==> run_1/gates.png <==
Scale bar: 50 um.
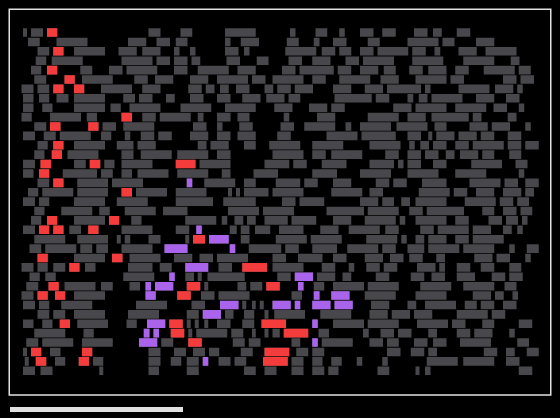
==> run_1/clock_nets.png <==
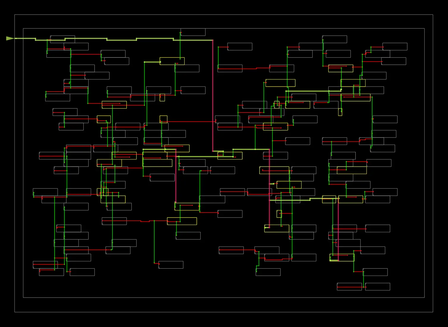
==> run_1/layers.png <==
Two of the layers only.
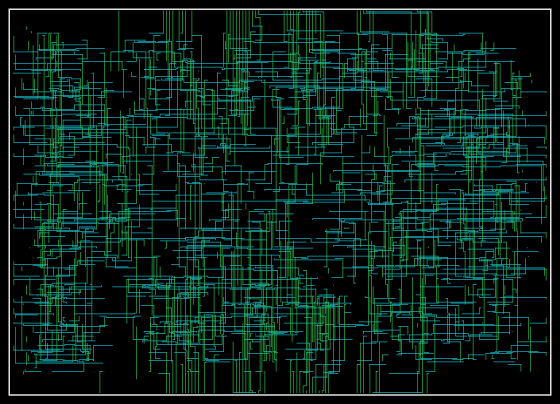
[src/rtl/bram32_arbiter.sv]
// Two-port arbiter sharing one single-port 32-bit block RAM between fetch (m0) and load/store (m1).
// Define BRAM_ARB_RR_EN for round-robin tie-breaking; otherwise m1 has fixed priority on ties.
module bram32_arbiter #(
  parameter int adr_width = 11
) (
  input  logic        sys_clk,
  input  logic        sys_rst_n,
  input  logic        m0_req,
  input  logic [15:0] m0_a,
  output logic        m0_ack,
  output logic [31:0] m0_rdata,
  input  logic        m1_req,
  input  logic        m1_we,
  input  logic [15:0] m1_a,
  input  logic [31:0] m1_wdata,
  output logic        m1_ack,
  output logic [31:0] m1_rdata,
  output logic [15:0] bram_a,
  output logic [31:0] bram_do,
  output logic        bram_we,
  input  logic [31:0] bram_di
);

  typedef enum logic [1:0] {
    ST_IDLE   = 2'd0,
    ST_ACCESS = 2'd1,
    ST_RESP   = 2'd2
  } state_t;

  state_t      state_q, state_d;
  logic        gnt_q, gnt_d;
  logic [15:0] bram_a_q, bram_a_d;
  logic [31:0] bram_do_q, bram_do_d;
  logic        bram_we_q, bram_we_d;
  logic        m0_ack_q, m0_ack_d;
  logic        m1_ack_q, m1_ack_d;
  logic [31:0] m0_rdata_q, m0_rdata_d;
  logic [31:0] m1_rdata_q, m1_rdata_d;
  logic        elig0_s, elig1_s, any_s, win1_s, load_s;
`ifdef BRAM_ARB_RR_EN
  logic        last_q;
`endif

  function automatic logic [15:0] fold_addr(input logic [15:0] a);
    logic [15:0] r;
    r = 16'h0000;
    for (int i = 0; i < 16; i++) begin
      if (i < adr_width) r[i] = a[i];
      else               r[i] = 1'b0;
    end
    return r;
  endfunction

  // Eligibility and winner selection; the port acked this cycle sits out one round.
  always_comb begin
    elig0_s = m0_req & ~((state_q == ST_RESP) & m0_ack_q);
    elig1_s = m1_req & ~((state_q == ST_RESP) & m1_ack_q);
    any_s   = elig0_s | elig1_s;
`ifdef BRAM_ARB_RR_EN
    if (elig0_s && elig1_s) win1_s = ~last_q;
    else                    win1_s = elig1_s;
`else
    win1_s  = elig1_s;
`endif
  end

  // Next-state, RAM-port and response logic.
  always_comb begin
    state_d    = state_q;
    gnt_d      = gnt_q;
    bram_a_d   = bram_a_q;
    bram_do_d  = bram_do_q;
    bram_we_d  = 1'b0;
    m0_ack_d   = 1'b0;
    m1_ack_d   = 1'b0;
    m0_rdata_d = m0_rdata_q;
    m1_rdata_d = m1_rdata_q;
    load_s     = 1'b0;
    case (state_q)
      ST_IDLE: begin
        if (any_s) begin
          load_s  = 1'b1;
          state_d = ST_ACCESS;
        end else begin
          state_d = ST_IDLE;
        end
      end
      ST_ACCESS: begin
        state_d  = ST_RESP;
        m0_ack_d = ~gnt_q;
        m1_ack_d = gnt_q;
      end
      ST_RESP: begin
        if (m0_ack_q)      m0_rdata_d = bram_di;
        else if (m1_ack_q) m1_rdata_d = bram_di;
        else               m0_rdata_d = m0_rdata_q;
        if (any_s) begin
          load_s  = 1'b1;
          state_d = ST_ACCESS;
        end else begin
          state_d = ST_IDLE;
        end
      end
      default: begin
        state_d = ST_IDLE;
      end
    endcase
    // m0 never writes, so its grants carry zero write data.
    if (load_s) begin
      gnt_d     = win1_s;
      bram_a_d  = fold_addr(win1_s ? m1_a : m0_a);
      bram_do_d = win1_s ? m1_wdata : 32'h0000_0000;
      bram_we_d = win1_s & m1_we;
    end else begin
      gnt_d     = gnt_q;
    end
  end

  // State and output registers.
  always_ff @(posedge sys_clk or negedge sys_rst_n) begin
    if (!sys_rst_n) begin
      state_q    <= ST_IDLE;
      gnt_q      <= 1'b0;
      bram_a_q   <= 16'h0000;
      bram_do_q  <= 32'h0000_0000;
      bram_we_q  <= 1'b0;
      m0_ack_q   <= 1'b0;
      m1_ack_q   <= 1'b0;
      m0_rdata_q <= 32'h0000_0000;
      m1_rdata_q <= 32'h0000_0000;
    end else begin
      state_q    <= state_d;
      gnt_q      <= gnt_d;
      bram_a_q   <= bram_a_d;
      bram_do_q  <= bram_do_d;
      bram_we_q  <= bram_we_d;
      m0_ack_q   <= m0_ack_d;
      m1_ack_q   <= m1_ack_d;
      m0_rdata_q <= m0_rdata_d;
      m1_rdata_q <= m1_rdata_d;
    end
  end

`ifdef BRAM_ARB_RR_EN
  // Most-recently-granted pointer; 0 = m0, so m1 wins the first tie.
  always_ff @(posedge sys_clk or negedge sys_rst_n) begin
    if (!sys_rst_n) begin
      last_q <= 1'b0;
    end else if (load_s) begin
      last_q <= win1_s;
    end else begin
      last_q <= last_q;
    end
  end
`endif

  // RAM data arrives in the ack cycle itself, so it is forwarded then and held afterwards.
  assign m0_rdata = m0_ack_q ? bram_di : m0_rdata_q;
  assign m1_rdata = m1_ack_q ? bram_di : m1_rdata_q;
  assign m0_ack   = m0_ack_q;
  assign m1_ack   = m1_ack_q;
  assign bram_a   = bram_a_q;
  assign bram_do  = bram_do_q;
  assign bram_we  = bram_we_q;

endmodule

[config.mk]
export PLATFORM = sky130hd
export DESIGN_NAME = bram32_arbiter
export DESIGN_NICKNAME = d
export VERILOG_FILES = /design/src/rtl/bram32_arbiter.sv
export SDC_FILE = /design/constraint.sdc
export NUM_CORES = 1
export LEC_CHECK = 0
export CAP_MARGIN = 20
export CELL_PAD_IN_SITES_DETAIL_PLACEMENT = 1
export CELL_PAD_IN_SITES_GLOBAL_PLACEMENT = 1
export CORE_ASPECT_RATIO = 0.7
export CORE_MARGIN = 3
export CORE_UTILIZATION = 34
export CTS_CLUSTER_DIAMETER = 80
export DETAILED_ROUTE_END_ITERATION = 6
export HOLD_SLACK_MARGIN = 0.03
export PLACE_DENSITY_LB_ADDON = 0.1
export SYNTH_ARGS = -nofsm -noshare
export SYNTH_HDL_FRONTEND = slang
export SYNTH_SLANG_ARGS = --single-unit
[constraint.sdc]
create_clock -name sys_clk -period 1.67 [get_ports sys_clk]
set_clock_uncertainty 0.1 [all_clocks]
set_input_delay 0.334 -clock sys_clk [delete_from_list [all_inputs] [get_ports sys_clk]]
set_output_delay 0.334 -clock sys_clk [all_outputs]
set_load 0.02 [all_outputs]
==> changes_impl.md, run 1 <==
### Metrics

- Final core occ: 0.591
- Number of failing setup endpoints in the final timing report: 142
- Yosys top cell area share: 0.526
- Die area: 17400 um2
- Number of buffers between clock root and the deepest sink: 2
- Final nets: 723
- Clock network fraction of total power: 0.247
- RSZ-0062 raised after global routing: true
- Hold WC Path Type: input pin to async pin
- Iteration tally of the first detailed-router pass: 4
- Final hold viol count: 0
- Placement-stage worst setup slack: -0.460 ns
- Post-synth EDFFs: 0
- Top cell excl fill/tap: sky130_fd_sc_hd__dfrtp_1
- Clock slew at the register clock pins of the worst setup and hold paths: 0.05 ns
- Top logic cells by instance count in the layout: sky130_fd_sc_hd__dfrtp_1 (111), sky130_fd_sc_hd__clkdlybuf4s50_1 (89), sky130_fd_sc_hd__mux2_2 (73), sky130_fd_sc_hd__mux2_4 (52), sky130_fd_sc_hd__dlygate4sd2_1 (44)
- Global-route wire length before repair: 26500 um
- Main area contributors: sky130_fd_sc_hd__dfrtp_1 (53%), sky130_fd_sc_hd__mux2_2 (22%), sky130_fd_sc_hd__mux2_4 (5.6%), sky130_fd_sc_hd__a22o_1 (5.2%), sky130_fd_sc_hd__a2bb2oi_2 (2.5%)
- Post-synthesis cell count: 370
- Top power group: combinational cells
- Initial detailed-routing violation count: 153
- Total half-perimeter wirelength after legalization and detailed placement: 11200 um
- Internal portion of total power: 0.0111 W
- DIE HEIGHT: 111 um
- Post-synthesis register bit count: 113
- Number of clock sinks: 113
- CP Cell Sequence: buf_12 -> buf_4 -> mux2_2 -> buf_2
- Number of hold buffers added after CTS: 1
- Failing checks: setup timing
- Syn Std Cell Area: 5380 um2
- Largest area contributor in the synthesized netlist: sky130_fd_sc_hd__dfrtp_1
- Netlist cell types: 29
- Largest net degree at the start of global routing: 39
- Chip Area, Yosys: 5380 um2
- Crit path buf inv count: 3
- Worst hold margin: 0.314 ns
- Total grt overflow: 0
- Cell Pwr Density: 1870 nW/um2
- Category of the worst setup path capture point: primary output
- Dominant cell by count in the synthesized netlist: sky130_fd_sc_hd__dfrtp_1
- Area of the core: 15100 um2
- Critical path launch point type: register
- I/O pin count: 216
- Share of post-route cells with drive strength above 1: 0.501
- Final critical delay including setup and external delays: 2.07 ns
- Area overhead of the layout relative to synthesis: 65.7%
- Cells on worst reg2reg path: 8
- Proportion of register bits with asynchronous set or reset after synthesis: 1.00
- Critical path arrival: 1.64 ns
- Mapped Avg Cell Area: 14.5 um2
- R2r setup slk: -0.33 ns
- Post-Place Cell Area: 7740 um2
- Number of setup buffers added after CTS: 18
- Maximum fanout along the worst path: 12
- Worst setup startpoint: m1_ack
- Combined area of the multi-input logic cells: 2530 um2
- Endpoint of the worst-slack reg-to-reg timing path: m1_rdata_q[1]
- RD Place Congestion: 0.748
- Static Leakage: 4.12 nW
- Switching fraction of total power: 0.337
- Post-cts sizing count: 361
- Number of antenna-violating nets in the routed design: 0
- Standard cell with the maximum stage delay on the critical path: sky130_fd_sc_hd__dfrtp_2
- Final WS setup: -0.403 ns
- Initial antenna violation count: 0
- Number of instances in the placed design: 760
- Most common library cells after synthesis: sky130_fd_sc_hd__dfrtp_1 (113), sky130_fd_sc_hd__mux2_2 (105), sky130_fd_sc_hd__a22o_1 (32)
- Sequential cell fraction of total power: 0.267
- # port buffers: 200
- Global router's overall resource usage: 0.197
- IR drop worst, VDD: 0.762 mV
- Number of global-route vias before repair: 4634
- Detailed Route WL: 17500 um
- Seq power: 0.00446 W
- Combinational group power: 0.00810 W
- Clk Tree Root Cell: sky130_fd_sc_hd__clkbuf_16
- Non-Filler Cell Area, Final: 8910 um2
- Cell family with the largest share of critical-path delay: buffers and inverters
- Number of cells in Yosys stat: 370
- Slew Viols, Final: 0
- DRC errors left: 0
- Number of maximum-capacitance violations: 0
- Via density per instance: 5.02
- Floorplan die width: 156 um
- Net switching power figure: 0.00562 W
- Achievable clock frequency: 0.482 GHz
- # diodes: 0
- Crit path largest cell delay: 0.44 ns
- FP Rows: 37
- Top flip-flop cell by instance count after synthesis: sky130_fd_sc_hd__dfrtp_1
- Number of inserted filler cells in the final layout: 1474
- Critical path capture point: m1_rdata[11]
- Flop area: 2830 um2
- Warnings from Yosys: 0
- Run status: finished with violations
- Total tool warning count: 39
- Maximum level of the CTS H-tree: 4
- Critical path required time: 1.24 ns
- Portion of total power attributed to combinational logic: 0.486
- Sequential cell area fraction in the yosys report: 0.526
- Effective utilization at floorplan: 0.356
- Share of the clock period used by the worst path after layout: 1.24
- CTS tree: done
- Instance count on the critical path: 4
- Startpoint of the worst-slack reg-to-reg timing path: m0_ack
- Crit path kind: register to primary output
Back to the opening pictures, gates.png:
| family | color | cells |
|---|---|---|
| non-inverting ao/oa cells | red | 45 |
| aoi and oai cells | purple | 27 |
logic gate fraction of the total cell area: 0.284
number of standard cells in the final layout excluding fillers: 830

Back to the opening pictures, clock_nets.png:
clock network power consumption: 0.00412 W
clock buffer count from CTS: 17
clock insertion delay at the later pin of the skew report: 0.40 ns

Back to the opening pictures, layers.png:
| layer | color | wire length |
|---|---|---|
| M1 | cyan | 7970 um |
| M2 | green | 8120 um |
via count: 4163
average wire per standard cell: 21.1 um

run 1: worst register-to-register path, stage by stage (launching register included):
cell and delay, ns:
sky130_fd_sc_hd__dfrtp_2 0.43, sky130_fd_sc_hd__buf_12 0.15, sky130_fd_sc_hd__buf_6 0.11, sky130_fd_sc_hd__buf_6 0.13, sky130_fd_sc_hd__nor3b_4 0.24, sky130_fd_sc_hd__buf_6 0.15
sky130_fd_sc_hd__buf_6 0.10, sky130_fd_sc_hd__buf_12 0.13, sky130_fd_sc_hd__mux2_2 0.34
run 1: logic make-up (layout without fill, tap and decap cells):
kind of cell | count (synthesis) | count (layout) | synth area share
simple gates | 19 | 20 | 0.0205
buf+inv | 37 | 297 | 0.0463
mux | 128 | 128 | 0.282
other cells | 1 | 5 | 0.000697
compound gates | 72 | 72 | 0.125
flops | 113 | 113 | 0.526
run 1: stage by stage:
step / setup TNS (ns) / total power (W)
2_1_floorplan: -0.702 / 0.00869
3_3_place_gp: -31.13 / 0.0119
3_5_place_dp: -33.90 / 0.0121
4_1_cts: -39.23 / 0.0163
5_1_grt: -40.86 / 0.0175
6_report: -32.09 / 0.0167
run 1: metal layers:
layer | share of wire | track usage | wire length [um]
met3 | 0.070 | 0.0687 | 1220
met5 | 0 | 0 | 0
met4 | 0.010 | 0.0577 | 174
met2 | 0.46 | 0.308 | 8120
met1 | 0.46 | 0.257 | 7970
run 1: layout make-up:
cell class | count | share of cell area
Clock buffer | 21 | 0.0516
Clock inverter | 11 | 0.0233
Inverter | 3 | 0.00126
Multi-Input combinational cell | 225 | 0.284
Sequential cell | 113 | 0.317
Tap cell | 195 | 0.0274
Timing Repair Buffer | 262 | 0.295
==> run 2: changes to the inputs <==
--- a/config.mk
+++ b/config.mk
@@ -9,12 +9,12 @@
 export CELL_PAD_IN_SITES_DETAIL_PLACEMENT = 1
 export CELL_PAD_IN_SITES_GLOBAL_PLACEMENT = 1
 export CORE_ASPECT_RATIO = 0.7
-export CORE_MARGIN = 3
-export CORE_UTILIZATION = 34
+export CORE_UTILIZATION = 37
 export CTS_CLUSTER_DIAMETER = 80
 export DETAILED_ROUTE_END_ITERATION = 6
 export HOLD_SLACK_MARGIN = 0.03
 export PLACE_DENSITY_LB_ADDON = 0.1
+export SKIP_CTS_REPAIR_TIMING = 1
 export SYNTH_ARGS = -nofsm -noshare
 export SYNTH_HDL_FRONTEND = slang
 export SYNTH_SLANG_ARGS = --single-unit
==> constraint.sdc (replaced) <==
create_clock -name sys_clk -period 2.6 [get_ports sys_clk]
set_clock_uncertainty 0.1 [all_clocks]
set_input_delay 0.52 -clock sys_clk [delete_from_list [all_inputs] [get_ports sys_clk]]
set_output_delay 0.52 -clock sys_clk [all_outputs]
set_load 0.02 [all_outputs]
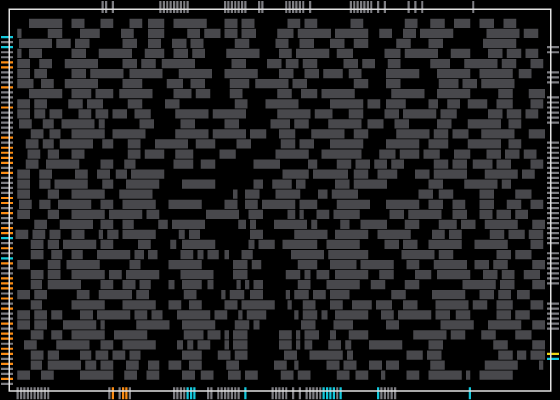
(run_2/pinout.png)
Pins as bars across the die edge, other pins in gray.
| port | color | pins | direction | edge |
|---|---|---|---|---|
| m1_wdata | orange | 32 | input | 29 left, 3 bottom |
| bram_a | cyan | 16 | output | 11 bottom, 4 left, 1 right |
| sys_rst_n | yellow | 1 | input | right |
all pins by edge: 70 left, 58 bottom, 47 right, 41 top
DIE HEIGHT: 103 um
# port buffers: 200

==> changes_impl.md, run 2 <==
### Metrics

- Clock slew at the register clock pins of the worst setup and hold paths: 0.05 ns
- Crit path kind: register to primary output
- Standard cell with the maximum stage delay on the critical path: sky130_fd_sc_hd__clkdlybuf4s50_1
- Category of the worst setup path capture point: primary output
- Slew Viols, Final: 0
- Final critical delay including setup and external delays: 2.55 ns
- Worst setup startpoint: m0_ack
- CP Cell Sequence: buf_12 -> mux2_2 -> clkdlybuf4s50_1
- Via count: 3847
- Floorplan die width: 146 um
- Post-Place Cell Area: 7600 um2
- Warnings from Yosys: 0
- Initial antenna violation count: 1
- Number of antenna-violating nets in the routed design: 0
- Main area contributors: sky130_fd_sc_hd__dfrtp_1 (53%), sky130_fd_sc_hd__mux2_2 (22%), sky130_fd_sc_hd__mux2_4 (5.6%), sky130_fd_sc_hd__a22o_1 (5.2%), sky130_fd_sc_hd__a2bb2oi_2 (2.5%)
- Final core occ: 0.589
- Sequential cell area fraction in the yosys report: 0.526
- Via density per instance: 4.94
- CTS tree: done
- R2r setup slk: 0.68 ns
- Hold WC Path Type: input pin to async pin
- Total negative slack: 0 ns
- Yosys top cell area share: 0.526
- Total grt overflow: 0
- Startpoint of the worst-slack reg-to-reg timing path: m0_ack
- Iteration tally of the first detailed-router pass: 4
- Post-synthesis cell count: 370
- Number of maximum-capacitance violations: 0
- Clock insertion delay at the later pin of the skew report: 0.40 ns
- Critical path arrival: 1.93 ns
- Critical path launch point type: register
- Number of instances in the placed design: 747
- Non-Filler Cell Area, Final: 8280 um2
- Final WS setup: 0.0510 ns
- Largest area contributor in the synthesized netlist: sky130_fd_sc_hd__dfrtp_1
- Run status: complete, no violations
- Post-synthesis register bit count: 113
- Number of buffers between clock root and the deepest sink: 2
- Crit path buf inv count: 2
- Initial detailed-routing violation count: 97
- FP Rows: 36
- Average wire per standard cell: 19.2 um
- Share of post-route cells with drive strength above 1: 0.349
- Achievable clock frequency: 0.392 GHz
- Number of cells in Yosys stat: 370
- Top cell excl fill/tap: sky130_fd_sc_hd__clkdlybuf4s50_1
- Maximum fanout along the worst path: 18
- Proportion of register bits with asynchronous set or reset after synthesis: 1.00
- Netlist cell types: 29
- Die area: 15000 um2
- Number of failing setup endpoints in the final timing report: 0
- Largest net degree at the start of global routing: 43
- Clock buffer count from CTS: 17
- Crit path largest cell delay: 0.58 ns
- I/O pin count: 216
- Cell Pwr Density: 1190 nW/um2
- DRC errors left: 0
- Global router's overall resource usage: 0.208
- RD Place Congestion: 0.752
- Mapped Avg Cell Area: 14.5 um2
- Final hold viol count: 0
- Clk Tree Root Cell: sky130_fd_sc_hd__clkbuf_16
- Placement-stage worst setup slack: 0.136 ns
- Number of global-route vias before repair: 4255
- Top flip-flop cell by instance count after synthesis: sky130_fd_sc_hd__dfrtp_1
- Share of the clock period used by the worst path after layout: 0.980
- # diodes: 0
- Number of clock sinks: 113
- Number of standard cells in the final layout excluding fillers: 778
[run 2: cell counts after synthesis]
No cell type changed its count.
[run 2: cell families after synthesis]
logic type / after synthesis / share of synthesized area
flops: 113 / 0.526
other cells: 1 / 0.000697
mux: 128 / 0.282
simple gates: 19 / 0.0205
compound gates: 72 / 0.125
buf+inv: 37 / 0.0463
[run 2: path summary, 6_finish.rpt]
| kind | to |
|---|---|
| setup reg to reg | bram_a[10] |
| max in group asynchronous | m1_rdata_q[4] |
| min in group sys_clk | m0_ack |
| setup / recovery | m0_rdata[31] |
| hold reg to reg | m0_ack |
| hold / removal | m0_rdata_q[5] |
[run 2: metal layers]
metal | wire length [um] | global-route usage
met2 | 7070 | 0.330
met3 | 1340 | 0.0858
met5 | 13 | 0
met4 | 96 | 0.0737
met1 | 6420 | 0.259
[run 2: layout make-up]
type	count	area [um2]	share of cell area
flip-flops and latches	113	2830	0.342
multi-input cells	224	2320	0.280
repair buffers	218	2290	0.277
well taps	190	238	0.0287
clock buffers	25	515	0.0623
clock inverters	5	75.1	0.00907
inverters	3	11.3	0.00136
[run 2: worst register-to-register path, delay by kind of cell, from the launching register on]
kind                   cells  cell delay (ns)
buffers and inverters      2             0.46
AND-OR/OR-AND              3             0.84
flip-flops                 1             0.44
[run 2: where the power goes]
part	internal (W)	total [W]	leakage (nW)	switching, W
clock	0.00155	0.00230	0.295	0.000751
sequential	0.00246	0.00288	1.38	0.000414
combinational	0.00258	0.00469	2.16	0.00211
total	0.00659	0.00987	3.84	0.00327
No activity file was given, so power comes from the tool's default toggle rates.
